Cell placement:
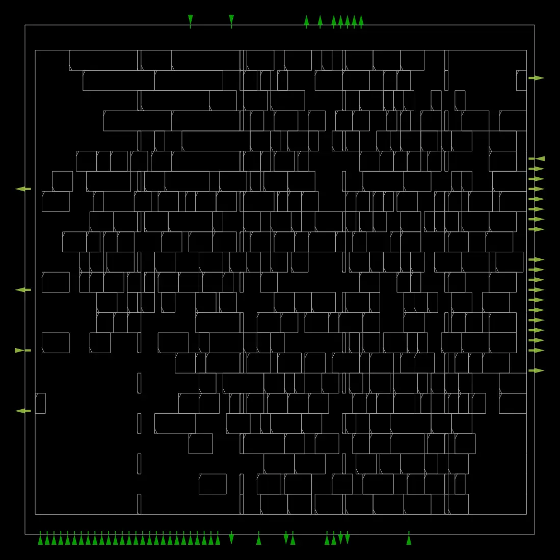
Nets reached from selected ports:
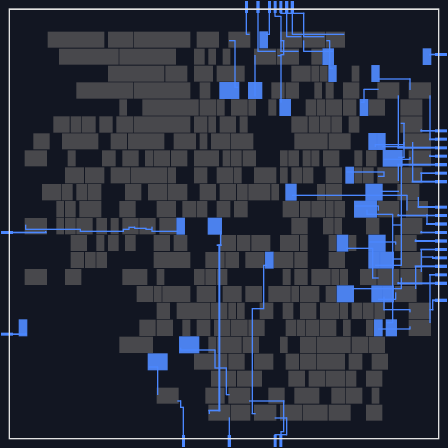
Placed cells, one colour a class:
Fill, decap, tap and diode cells in grey.
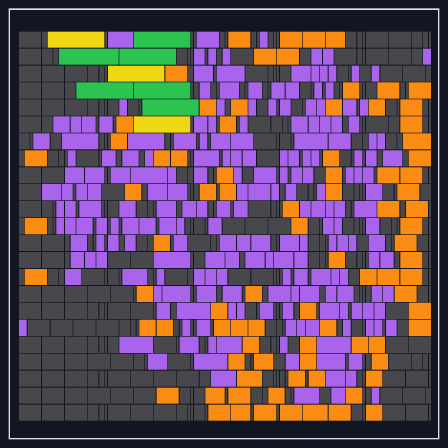
===== src/rtl/cpu_control_sequencer_if.sv =====
// Datapath-facing bundle of the Mini-SRC control sequencer.
// master drives the control word; slave is the datapath side.
interface cpu_control_sequencer_if;
  logic        stop;
  logic [31:0] IR;
  logic        CON;
  logic        run;
  logic [31:0] ctrl;

  modport master (
    input  stop, IR, CON,
    output run, ctrl
  );

  modport slave (
    output stop, IR, CON,
    input  run, ctrl
  );
endinterface


===== src/rtl/cpu_control_sequencer.sv =====
// Hardwired Mini-SRC control sequencer: fetch, decode, execute.
// Control word is a pure decode of state plus IR opcode and CON.
module cpu_control_sequencer #(
  parameter int MEM_WAIT = 0
) (
  input logic                     Clock,
  input logic                     clear,
  cpu_control_sequencer_if.master bus
);

  localparam logic [31:0] PCOUT  = 32'h0000_0001;
  localparam logic [31:0] PCIN   = 32'h0000_0002;
  localparam logic [31:0] INCPC  = 32'h0000_0004;
  localparam logic [31:0] MARIN  = 32'h0000_0008;
  localparam logic [31:0] MDRIN  = 32'h0000_0010;
  localparam logic [31:0] MDROUT = 32'h0000_0020;
  localparam logic [31:0] READ   = 32'h0000_0040;
  localparam logic [31:0] WRITE  = 32'h0000_0080;
  localparam logic [31:0] IRIN   = 32'h0000_0100;
  localparam logic [31:0] YIN    = 32'h0000_0200;
  localparam logic [31:0] ZLO    = 32'h0000_0400;
  localparam logic [31:0] ZHI    = 32'h0000_0800;
  localparam logic [31:0] ZLOUT  = 32'h0000_1000;
  localparam logic [31:0] ZHOUT  = 32'h0000_2000;
  localparam logic [31:0] HIIN   = 32'h0000_4000;
  localparam logic [31:0] LOIN   = 32'h0000_8000;
  localparam logic [31:0] HIOUT  = 32'h0001_0000;
  localparam logic [31:0] LOOUT  = 32'h0002_0000;
  localparam logic [31:0] GRA    = 32'h0004_0000;
  localparam logic [31:0] GRB    = 32'h0008_0000;
  localparam logic [31:0] GRC    = 32'h0010_0000;
  localparam logic [31:0] RIN    = 32'h0020_0000;
  localparam logic [31:0] ROUT   = 32'h0040_0000;
  localparam logic [31:0] BAOUT  = 32'h0080_0000;
  localparam logic [31:0] COUT   = 32'h0100_0000;
  localparam logic [31:0] CONIN  = 32'h0200_0000;
  localparam logic [31:0] INPOUT = 32'h0400_0000;
  localparam logic [31:0] OUTEN  = 32'h0800_0000;
  localparam logic [31:0] LINK   = 32'h2000_0000;

  // FW lasts MEM_WAIT cycles; the ld E3 read spans MEM_WAIT cycles, min one
  localparam bit         HAS_WAIT = MEM_WAIT != 0;
  localparam logic [1:0] RELOAD   = 2'(MEM_WAIT == 0 ? 0 : MEM_WAIT - 1);

  typedef enum logic [3:0] {
    S_RST, S_F0, S_F1, S_FW, S_F2, S_F3,
    S_E0, S_E1, S_E2, S_E3, S_E4, S_E5,
    S_STOP, S_HALT
  } state_t;

  state_t      state, state_n, s_end;
  logic [1:0]  cnt, cnt_n;
  logic [4:0]  op;
  logic [2:0]  n_e, idx;
  logic        last;
  logic [31:0] cw;
  logic        c_alu, c_imm, c_neg, c_mul, c_ld, c_ldi, c_st, c_brx;
  logic        c_jr, c_jal, c_in, c_out, c_mfhi, c_mflo, c_halt, c_nop;
  logic        unused_ir;

  assign op        = bus.IR[31:27];
  assign unused_ir = ^bus.IR[26:0];

  assign c_ld   = op == 5'd0;
  assign c_ldi  = op == 5'd1;
  assign c_st   = op == 5'd2;
  assign c_alu  = op >= 5'd3 && op <= 5'd11;
  assign c_imm  = op >= 5'd12 && op <= 5'd14;
  assign c_mul  = op == 5'd15 || op == 5'd16;
  assign c_neg  = op == 5'd17 || op == 5'd18;
  assign c_brx  = op == 5'd19;
  assign c_jr   = op == 5'd20;
  assign c_jal  = op == 5'd21;
  assign c_in   = op == 5'd22;
  assign c_out  = op == 5'd23;
  assign c_mfhi = op == 5'd24;
  assign c_mflo = op == 5'd25;
  assign c_halt = op == 5'd27;
  assign c_nop  = op == 5'd26 || op >= 5'd28;

  // Execute length per class and position of the current E step
  always_comb begin
    n_e = 3'd0;
    unique case (1'b1)
      c_jr, c_in, c_out, c_mfhi, c_mflo: n_e = 3'd1;
      c_neg, c_jal:                      n_e = 3'd2;
      c_alu, c_imm, c_ldi:               n_e = 3'd3;
      c_mul, c_brx:                      n_e = 3'd4;
      c_st:                              n_e = 3'd5;
      c_ld:                              n_e = 3'd6;
      c_halt, c_nop:                     n_e = 3'd0;
    endcase
    unique case (state)
      S_E0:    idx = 3'd0;
      S_E1:    idx = 3'd1;
      S_E2:    idx = 3'd2;
      S_E3:    idx = 3'd3;
      S_E4:    idx = 3'd4;
      S_E5:    idx = 3'd5;
      default: idx = 3'd7;
    endcase
    last = n_e != 3'd0 && idx == n_e - 3'd1;
  end

  // State and wait-counter registers
  always_ff @(posedge Clock or negedge clear) begin
    if (!clear) begin
      state <= S_RST;
      cnt   <= 2'd0;
    end else begin
      state <= state_n;
      cnt   <= cnt_n;
    end
  end

  // Next state; stop only acts at the fetch boundary
  always_comb begin
    state_n = state;
    cnt_n   = cnt;
    s_end   = bus.stop ? S_STOP : S_F0;
    unique case (state)
      S_RST:  state_n = s_end;
      S_STOP: if (!bus.stop) state_n = S_F0;
      S_HALT: state_n = S_HALT;
      S_F0:   state_n = S_F1;
      S_F1: begin
        if (HAS_WAIT) begin
          state_n = S_FW;
          cnt_n   = RELOAD;
        end else begin
          state_n = S_F2;
        end
      end
      S_FW: begin
        if (cnt == 2'd0) state_n = S_F2;
        else cnt_n = cnt - 2'd1;
      end
      S_F2: state_n = S_F3;
      S_F3: begin
        if (c_halt)     state_n = S_HALT;
        else if (c_nop) state_n = s_end;
        else            state_n = S_E0;
      end
      S_E0: state_n = last ? s_end : S_E1;
      S_E1: state_n = last ? s_end : S_E2;
      S_E2: begin
        state_n = last ? s_end : S_E3;
        if (!last) cnt_n = RELOAD;
      end
      S_E3: begin
        if (c_ld && cnt != 2'd0) cnt_n = cnt - 2'd1;
        else state_n = last ? s_end : S_E4;
      end
      S_E4: state_n = last ? s_end : S_E5;
      S_E5: state_n = s_end;
      default: state_n = S_RST;
    endcase
  end

  // Control word decode
  always_comb begin
    cw = '0;
    unique case (state)
      S_F0: cw = PCOUT | MARIN | INCPC | ZLO;
      S_F1: cw = ZLOUT | PCIN | READ;
      S_FW: cw = READ;
      S_F2: cw = READ | MDRIN;
      S_F3: cw = MDROUT | IRIN;
      S_E0, S_E1, S_E2, S_E3, S_E4, S_E5: begin
        unique case (1'b1)
          c_alu, c_imm: begin
            if (idx == 3'd0)      cw = GRB | ROUT | YIN;
            else if (idx == 3'd1) cw = c_alu ? (GRC | ROUT | ZLO) : (COUT | ZLO);
            else                  cw = ZLOUT | GRA | RIN;
          end
          c_ld, c_ldi, c_st: begin
            unique case (idx)
              3'd0: cw = GRB | BAOUT | YIN;
              3'd1: cw = COUT | ZLO;
              3'd2: cw = c_ldi ? (ZLOUT | GRA | RIN) : (ZLOUT | MARIN);
              3'd3: cw = c_st ? (GRA | ROUT | MDRIN) : READ;
              3'd4: cw = c_st ? WRITE : (READ | MDRIN);
              default: cw = MDROUT | GRA | RIN;
            endcase
          end
          c_mul: begin
            unique case (idx)
              3'd0:    cw = GRA | ROUT | YIN;
              3'd1:    cw = GRB | ROUT | ZLO | ZHI;
              3'd2:    cw = ZLOUT | LOIN;
              default: cw = ZHOUT | HIIN;
            endcase
          end
          c_neg: cw = idx == 3'd0 ? (GRB | ROUT | ZLO) : (ZLOUT | GRA | RIN);
          c_brx: begin
            unique case (idx)
              3'd0:    cw = GRA | ROUT | CONIN;
              3'd1:    cw = PCOUT | YIN;
              3'd2:    cw = COUT | ZLO;
              default: cw = ZLOUT | (bus.CON ? PCIN : 32'h0);
            endcase
          end
          c_jr:   cw = GRA | ROUT | PCIN;
          c_jal:  cw = idx == 3'd0 ? (PCOUT | LINK) : (GRA | ROUT | PCIN);
          c_in:   cw = INPOUT | GRA | RIN;
          c_out:  cw = GRA | ROUT | OUTEN;
          c_mfhi: cw = HIOUT | GRA | RIN;
          c_mflo: cw = LOOUT | GRA | RIN;
          c_halt, c_nop: cw = '0;
        endcase
      end
      default: cw = '0;
    endcase
  end

  assign bus.ctrl = cw;
  assign bus.run  = state != S_RST && state != S_STOP && state != S_HALT;

endmodule

===== src/flat_wrapper.sv =====
// flat-port wrapper written by rule: the top's interface ports become plain ports
module cpu_control_sequencer_flat 
#(
  parameter int MEM_WAIT = 0
)
  (Clock, clear, bus_stop, bus_IR, bus_CON, bus_run, bus_ctrl);
  cpu_control_sequencer_if bus_i ();
  input logic Clock;
  input logic clear;
  input wire logic [$bits(bus_i.stop)-1:0] bus_stop;
  input wire logic [$bits(bus_i.IR)-1:0] bus_IR;
  input wire logic [$bits(bus_i.CON)-1:0] bus_CON;
  output wire logic [$bits(bus_i.run)-1:0] bus_run;
  output wire logic [$bits(bus_i.ctrl)-1:0] bus_ctrl;
  assign bus_i.stop = bus_stop;
  assign bus_i.IR = bus_IR;
  assign bus_i.CON = bus_CON;
  assign bus_run = bus_i.run;
  assign bus_ctrl = bus_i.ctrl;
  cpu_control_sequencer #(.MEM_WAIT(MEM_WAIT)) u_core (.Clock(Clock), .clear(clear), .bus(bus_i));
endmodule

===== config.mk =====
export PLATFORM = sky130hd
export DESIGN_NAME = cpu_control_sequencer_flat
export DESIGN_NICKNAME = d
export VERILOG_FILES = /design/src/rtl/cpu_control_sequencer_if.sv /design/src/rtl/cpu_control_sequencer.sv /design/src/flat_wrapper.sv
export SDC_FILE = /design/constraint.sdc
export NUM_CORES = 1
export LEC_CHECK = 0
export CORE_UTILIZATION = 35
export CTS_BUF_LIST = sky130_fd_sc_hd__clkbuf_16
export DETAILED_ROUTE_END_ITERATION = 12
export PLACE_DENSITY = 0.65
export SLEW_MARGIN = 15
export SYNTH_ARGS = -nofsm -noshare
export SYNTH_HDL_FRONTEND = slang
export SYNTH_SLANG_ARGS = --single-unit

===== constraint.sdc =====
create_clock -name Clock -period 3 [get_ports Clock]
set_clock_uncertainty 0.1 [all_clocks]
set_input_delay 0.3 -clock Clock [delete_from_list [all_inputs] [get_ports Clock]]
set_output_delay 0.3 -clock Clock [all_outputs]
set_load 0.005 [all_outputs]

==> results.txt <==
Notes on the physical implementation.

- The number of maximum-capacitance violations recorded for the run is 0.
- The worst setup margin is 0.0797 ns, for reference.
- The register share after synthesis is 9.65%, for reference.
- TritonRoute reported its final design rule violation total as 0.
- The synthesized netlist occupies a cell area of between 0.0015 and 0.002 sq mm.
- The run finished with clean final reports.
- On the worst setup and hold paths after CTS, the clock-pin slew comes to 0.03 ns.
- The period utilization is 97.3%, for reference.
- The largest fanout of any net on the critical path is 9, for reference.
- For reference, XOR and XNOR gates occupy around 2.7% of the area reported after synthesis.
- The worst setup slack for register-to-register paths is 0.35 ns, for reference.
- The maximum number of pins on one net before global-route repair is 15, for reference.
- The data required time at the worst endpoint is roughly 3 ns, for reference.
- The largest stage delay on the critical path is 0.43 ns, for reference.
- The dominant synthesized flop cell is sky130_fd_sc_hd__dfrtp_1, for reference.
- The final hold slack is between 0.2 and 0.25 ns, for reference.
- In this run the clock root is driven by a sky130_fd_sc_hd__clkbuf_16.
- The initial antenna violation count is 0, for reference.
- After detailed placement, the design holds a cell count of 348.
- Endpoints failing hold in the final report were tallied at 0.
- The TritonCTS sink count is 6, for reference.
- Looking at the reg2reg group, the worst path ends at u_core.state[1].
- The setup TNS after final layout is 0 ns, for reference.
- Summing all placed instances gives a cell area of around 0.0022 sq mm.
- All stages included, the depth of the critical timing path comes to 10.
- Relative to the synthesized area, the layout overhead comes to 52.1%.
- The floorplan-stage core utilization is 37.6%, for reference.
- In the final routing, the length of wire on met1 measures 2470 microns.
- The number of standard cells after synthesis is between 200 and 250, for reference.
- The post-synth tally of flip-flops with integrated enable is 0, for reference.
- The flow reported a cell area power density of between 700 and 800 mW/mm^2.
- Timing analysis after detailed placement gives a worst setup slack of -0.352 ns.
- Per the cell usage report, the commonest logic cells after layout are sky130_fd_sc_hd__buf_4, sky130_fd_sc_hd__clkdlybuf4s50_1, sky130_fd_sc_hd__nor2_1.
- The fraction of synthesized area in multiplexers is roughly 2.4%, for reference.
- Yosys reports that the leading cell type by area covers 9.65% of the netlist area.
- Looking at the clock tree report, the H-tree level count equals 1.
- The number of gates resized after CTS is 11, for reference.
- In this run the mean area of a mapped cell was ~6.5 sq um.
- Setup violations remaining at the end of the flow were counted as 0.
- The count of inserted antenna diode cells is 0, for reference.
- The final layout contains routed wiring with a total length of roughly 5600 microns.
- Per the OpenROAD power report, leakage power amounts to 1.02 nW.
- For this run, the detailed router reports a per-instance via density of around 6.0.
- The layer with the highest usage is met2, for reference.
- The remaining global-route overflow is 0, for reference.
- The post-synthesis cell type with the largest combined area is sky130_fd_sc_hd__dfrtp_1, for reference.
- Across the whole layout, storage elements account for around 150 sq um.
- The total of warnings raised by yosys is 0, for reference.
- The cell count listed in synth_stat.txt is between 200 and 250, for reference.
- The total die area is about 0.0047 sq mm, for reference.
- The fraction of synthesis flops using an asynchronous set or reset pin is 100%, for reference.
- For reference, the top cells by count after synthesis are sky130_fd_sc_hd__nor2_1, sky130_fd_sc_hd__nand2_1, sky130_fd_sc_hd__o21ai_0.
- The max-slew headroom at the worst pin is around 57%, for reference.
- The HPWL after detailed placement is between 4000 and 5000 microns, for reference.
- Summing the areas of all and, or, nand and nor instances in the mapped netlist gives 35.9% of the synthesized area.
- The clock reaches the later pin of the worst-skew pair after about 0.22 ns.
- The critical path's slowest cell is sky130_fd_sc_hd__clkdlybuf4s50_1, for reference.
- In this run the horizontal extent of the chip is between 60 and 70 microns.
- Detailed routing placed a total of 2700 microns of wire on met2.
- The number of buffers added to fix hold violations after cts is 0, for reference.
- Walking the worst path, the cells encountered are clkdlybuf4s50_1, buf_6, mux2_2, a221oi_2, nand2_1, ha_2, xor2_2, mux2_4, or3_4, a211o_1.
- The worst reg2reg path depth is 6, for reference.
- The global-route wire length before repair is 8670 microns, for reference.
- Routed signal wires occupy layers up through met4.
- STA puts the critical path data arrival time at around 2.9 ns.
-- 'cell placement' (at the start) --
post-route core utilization: 57.1%
number of filler cells placed in the layout: 400
standard-cell rows: 23
core region area: 0.00414 sq mm

-- 'nets reached from selected ports' (at the start) --
Blue is bus_ctrl, direction output, end cells 31, buffers 29, wire 489 microns.
I/O pin total: 69
tally of buffers added on design ports: 38

-- 'placed cells, one colour a class' (at the start) --
Orange is remaining buffers and delay cells, cells 85, share of their area 32%. Yellow is clock drivers, cells 3, share of their area 3.3%. Purple is combinational and other logic, cells 210, share of their area 58%. Green is sequential cells, cells 6, share of their area 6.6%.

## state kept, by name, summed over array words and instances (netlist names)
register and flops:
u_core.cnt 2, u_core.state 4
## power by group
| part | internal (mW) | total, mW | switching, mW |
|---|---|---|---|
| Sequential | 0.123 | 0.205 | 0.0814 |
| Combinational | 0.615 | 1.27 | 0.659 |
| Clock | 0.170 | 0.209 | 0.0388 |
## final cells by class
| type | count | area share [%] |
|---|---|---|
| well taps | 50 | 2.64 |
| repair buffers | 85 | 31.2 |
| clock buffers | 3 | 3.17 |
| multi-input cells | 200 | 55.0 |
| inverters | 10 | 1.59 |
| flip-flops and latches | 6 | 6.40 |
Power is estimated from default activity; no workload was simulated.
